`src/rtl/lsu_agu.sv`:
```
// lsu_agu: load/store effective-address generation feeding a data-memory request
// register and an independent EA-writeback register for update-form ops.
module lsu_agu #(
    parameter int RS_ID_WIDTH = 7
) (
    input  logic                   clk,
    input  logic                   rst,
    input  logic                   input_valid,
    output logic                   input_ready,
    input  logic [RS_ID_WIDTH-1:0] rs_id_in,
    input  logic [4:0]             result_reg_addr_in,
    input  logic [4:0]             update_reg_addr_in,
    input  logic [31:0]            op_a,
    input  logic                   op_a_zero,
    input  logic [31:0]            op_b,
    input  logic                   is_store,
    input  logic [1:0]             size,
    input  logic                   update,
    input  logic [31:0]            store_data,
    output logic                   mem_valid,
    input  logic                   mem_ready,
    output logic [RS_ID_WIDTH-1:0] rs_id_out,
    output logic [4:0]             result_reg_addr_out,
    output logic [31:0]            mem_address,
    output logic [3:0]             mem_write_en,
    output logic [31:0]            mem_write_data,
    output logic [3:0]             mem_read_en,
    output logic                   upd_valid,
    input  logic                   upd_ready,
    output logic [RS_ID_WIDTH-1:0] upd_rs_id,
    output logic [4:0]             upd_reg_addr,
    output logic [31:0]            upd_data
);
    logic        accept;
    logic        reserved;
    logic [31:0] ea;
    logic [31:0] wdata;
    logic [3:0]  mask;
    always_comb begin
        input_ready = (~mem_valid | mem_ready) & (~upd_valid | upd_ready);
        accept      = input_valid & input_ready;
        reserved    = size == 2'b11;
        ea          = (op_a_zero ? 32'd0 : op_a) + op_b;
        mask        = size == 2'b00 ? 4'b1000 : size == 2'b01 ? 4'b1100 : size == 2'b10 ? 4'b1111 : 4'b0000;
        wdata       = size == 2'b00 ? {store_data[7:0], 24'd0} :
                      size == 2'b01 ? {store_data[15:0], 16'd0} : store_data;
    end
    // Payload only moves on accept, which already implies both channels are free or draining.
    always_ff @(posedge clk) begin
        if (rst) begin
            mem_valid           <= 1'b0;
            upd_valid           <= 1'b0;
            rs_id_out           <= '0;
            result_reg_addr_out <= '0;
            mem_address         <= '0;
            mem_write_en        <= '0;
            mem_write_data      <= '0;
            mem_read_en         <= '0;
            upd_rs_id           <= '0;
            upd_reg_addr        <= '0;
            upd_data            <= '0;
        end else if (accept) begin
            mem_valid           <= ~reserved;
            upd_valid           <= update & ~reserved;
            rs_id_out           <= rs_id_in;
            result_reg_addr_out <= result_reg_addr_in;
            mem_address         <= ea;
            mem_write_en        <= is_store ? mask : 4'b0000;
            mem_write_data      <= wdata;
            mem_read_en         <= is_store ? 4'b0000 : mask;
            upd_rs_id           <= rs_id_in;
            upd_reg_addr        <= update_reg_addr_in;
            upd_data            <= ea;
        end else begin
            if (mem_ready) mem_valid <= 1'b0;
            if (upd_ready) upd_valid <= 1'b0;
        end
    end
endmodule

```
`config.mk`:
```
export PLATFORM = sky130hd
export DESIGN_NAME = lsu_agu
export DESIGN_NICKNAME = d
export VERILOG_FILES = /design/src/rtl/lsu_agu.sv
export SDC_FILE = /design/constraint.sdc
export NUM_CORES = 1
export LEC_CHECK = 0
export CAP_MARGIN = 15
export CORE_MARGIN = 3
export CORE_UTILIZATION = 43
export DETAILED_ROUTE_END_ITERATION = 12
export PLACE_DENSITY = 0.82
export SLEW_MARGIN = 10
export SYNTH_ARGS = -nofsm -noshare
export SYNTH_HDL_FRONTEND = slang
export SYNTH_SLANG_ARGS = --single-unit
```
`constraint.sdc`:
```
create_clock -name clk -period 3.7 [get_ports clk]
set_input_delay 0.925 -clock clk [delete_from_list [all_inputs] [get_ports clk]]
set_output_delay 0.925 -clock clk [all_outputs]
set_load 0.02 [all_outputs]
```
power_grid.png
The bar under the picture is 20 um long. Pins as bars on the die edge.
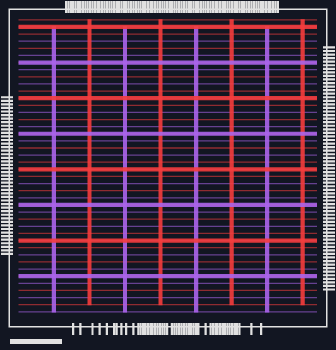
| color | net |
|---|---|
| purple | VSS |
| red | VDD |
met5 straps: 8
met1 rails: 42

placement_by_type.png
Fill, decap, tap and diode cells in gray.
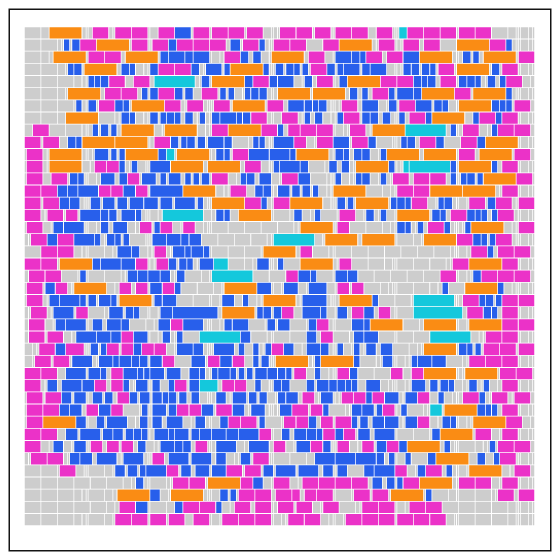
| color | class | cells | share of their area |
|---|---|---|---|
| cyan | clock drivers and dummy loads | 16 | 3.4% |
| magenta | other buffers and delay cells | 339 | 37% |
| blue | combinational and other logic | 563 | 39% |
| orange | flops | 89 | 21% |

clk_routes.png
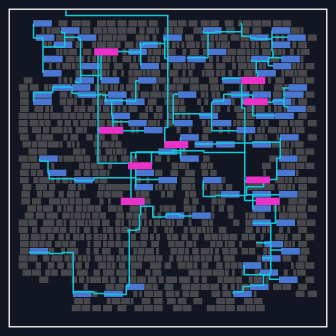
[cyan] clock wires | length: 1,120 um
[magenta] clock drivers | count: 9
[blue] flip-flops | count: 89
routed clock nets: 10
flops lie: all over the die

wires.png
The bar under the picture is 20 um long. Two of the layers only.
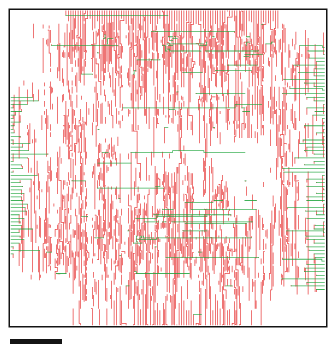
| color | layer | wire length |
|---|---|---|
| green | metal 3 | 1,350 um |
| red | metal 2 | 9,310 um |

clocks.png
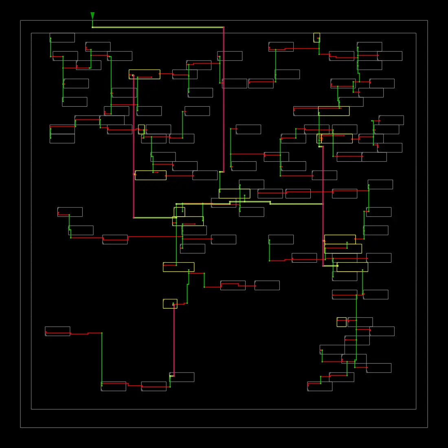
Clock Skew: 0.00585 ns
count of flip-flops and latches: 89
Late-Pin Clk Latency: 0.33 ns
CTS Sinks: 89

==> summary.txt <==
layout cells sized above 1 = 11.4%
Mapped Area = 0.00566 mm2
slowest stage delay, CP = 0.61 ns
Hold EP = mem_write_data[0]
post-synthesis sequential area ratio = 31.5%
Critical Path RT = 3.95 ns
CP Max Fanout = 7
CP max stage cell = clkdlybuf4s50_1
Avg Inst Size Synth = 7.70 um2
Area Growth Syn to Fin = 56.5%
CTS H-tree depth = 3
Internal Power = 2120 uW
area taken by flip-flops and latches = 0.00178 mm2
Comb power frac = 35.8%
post-layout period usage = 94.9%
Buffers & Inverters on Critical Path = 2
ANT nets after route = 0
MaxCap Viol Count = 0
initial core utilization = 44.5%
Die Y-Extent = 121 um
Post-Synthesis Cells = 735
Top Ports = 254
status = completed
ys flops = 89
Slew headroom = 47.4%
Vias per Instance = 5.23
Final Max Slew Viols = 0
CP Depth = 11
clock share of power = 29.5%
reg2reg start = upd_valid
# diodes = 0
Seq pwr share = 34.8%
Area leader share = 31.5%
Final Hold Viols = 0
routed wire length = 19.1 mm
Synth top cell by count = nand2_1
hold path depth = 2
# setup viols final = 0
synth unique cells = 58
Arr. time, crit path = 3.76 ns
Initial DRC Count = 381
largest net degree at the start of global routing = 68
RSZ-0062 raised after global routing = no
core area = 0.0127 mm2
kind of start point of the critical path = input port
nets@finish = 1,161
setup TNS = 0 ns
CP cell instances = clkdlybuf4s50_1 -> buf_4 -> nor2b_1 -> ha_1 -> nand3_1 -> and2_4 -> a211o_1 -> a2111oi_4 -> o22ai_2 -> mux2_1 -> a311oi_2
Chip Area, Yosys = 0.00566 mm2
GPL Wtd Cong = 0.933
top cells by area = dfxtp_1, nand2_1, a21oi_1
synth cell count leaders = nand2_1, a21oi_1, dfxtp_1, buf_4
vias in the first global route = 6,007
Clock Pin Slew Worst Setup and Hold Paths = 0.06 ns
clock root buffer = clkbuf_16
Port Buf Inserts = 253
Global Route Usage Sum = 25.5%
Max Clk Rate = 0.285 GHz
clock buffer count from CTS = 9
NetSw = 1000 uW
Tightest Hold Check Type = flop to flop
worst reg2reg path depth = 8
Power Dens Cells = 352 mW/mm2
Sw Ratio = 32.1%
final hold slack = 0.450 ns
crit-path leading delay family = AND-OR/OR-AND gates
critical path class = input port to flop
number of fill cells in the layout = 1,089
Log Warnings = 29
site row count = 41
Placed Cells = 1,163
Synthesis Warnings = 0
Post-CTS Hold Buffers = 0
number of enable flip-flop cells = 0
Hold Startpoint = mem_write_data[0]
DRT Pass-1 Iters = 5
DRC Markers = 0
hpwl dp = 15.3 mm
Synth Flop Type = dfxtp_1
initial antenna violation count = 1
registers in the layout (all words and copies together), names as in the netlist, 3 cells and up:
signal and cells:
result_reg_addr_out 5, upd_data 32, mem_write_en 3, mem_read_en 3
upd_rs_id 7, upd_reg_addr 5, mem_write_data 32
layer usage:
layer	up-vias	part of all wire, %	global-route usage, %
met5	-	0.068	0
met4	2	2.0	8.14
met3	35	7.1	4.26
met2	237	49	43.7
met1	2848	42	32.7
li1	3049	-	-
how the worst max path moves through the flow:
stage / from / to / slack, ns
5_1_grt: op_a_zero / upd_data[30] / 0.05
6_report: op_a_zero / upd_data[29] / 0.19
3_3_place_gp: op_a_zero / upd_data[28] / -0.20
2_1_floorplan: op_a_zero / upd_data[28] / 0.36
4_1_cts: op_a_zero / upd_data[28] / 0.09
3_5_place_dp: op_a_zero / upd_data[28] / -0.27
cell families after synthesis:
group	synth area share, %
AND-OR/OR-AND	20.5
flip-flops	31.5
adder cells (fa/ha/maj)	8.09
AND/OR/NAND/NOR	23.1
multiplexers	3.23
XOR/XNOR	4.02
buffers and inverters	9.57
cell usage in the layout (no fill, tap or decap), drive strengths merged, types with 3 or more instances in the layout:
master,n
a211oi,7
nand4,8
buf,87
inv,11
nor2,34
a21oi,93
or3,3
nor3,15
a211o,3
dfxtp,89
nand3,25
xor2,11
nor2b,35
clkdlybuf4s50,252
a21o,11
nand3b,7
mux2i,16
clkinv,3
o21bai,6
clkbuf,10
o21a,7
or4,3
o211ai,4
a31oi,6
and2,5
ha,35
nand2,136
xnor2,15
o21ai,38
worst min-delay path, delay by kind of cell, from the launching register on:
| family | cells | cell delay [ns] |
|---|---|---|
| AOI/OAI and AO/OA | 1 | 0.05 |
| DFF | 1 | 0.31 |
| and+or+nand+nor | 1 | 0.05 |
power by group through the flow:
stage / combinational (uW) / clock [uW] / sequential (uW)
global route: 1210 / 981 / 1100
finish: 1120 / 919 / 1090
floorplan: 517 / 0 / 1180
detailed placement: 1110 / 0 / 1110
global placement: 1100 / 0 / 1100
CTS: 1110 / 938 / 1090
stage by stage:
step           instance area (um2)  setup slack [ns]  util (%)  total power, uW
6_report                      8860             0.187      69.6             3120
5_1_grt                       8860            0.0486      69.6             3280
4_1_cts                       8840            0.0853      69.5             3140
3_5_place_dp                  8550            -0.269      67.2             2220
3_3_place_gp                  8550            -0.204      67.2             2200
2_1_floorplan                 5660             0.361         -             1700
final cells by class:
cell class	count	area share (%)
clock buffers	10	2.59
clock inverters	6	0.763
inverters	10	0.424
multi-input cells	553	37.8
flip-flops and latches	89	20.1
well taps	172	2.43
repair buffers	339	35.9
what timing repair did:
item	in CTS	in global routing
gates resized	0	3
setup endpoints to repair	0	4
buffers inserted	0	0
No activity file was given, so power comes from the tool's default toggle rates.
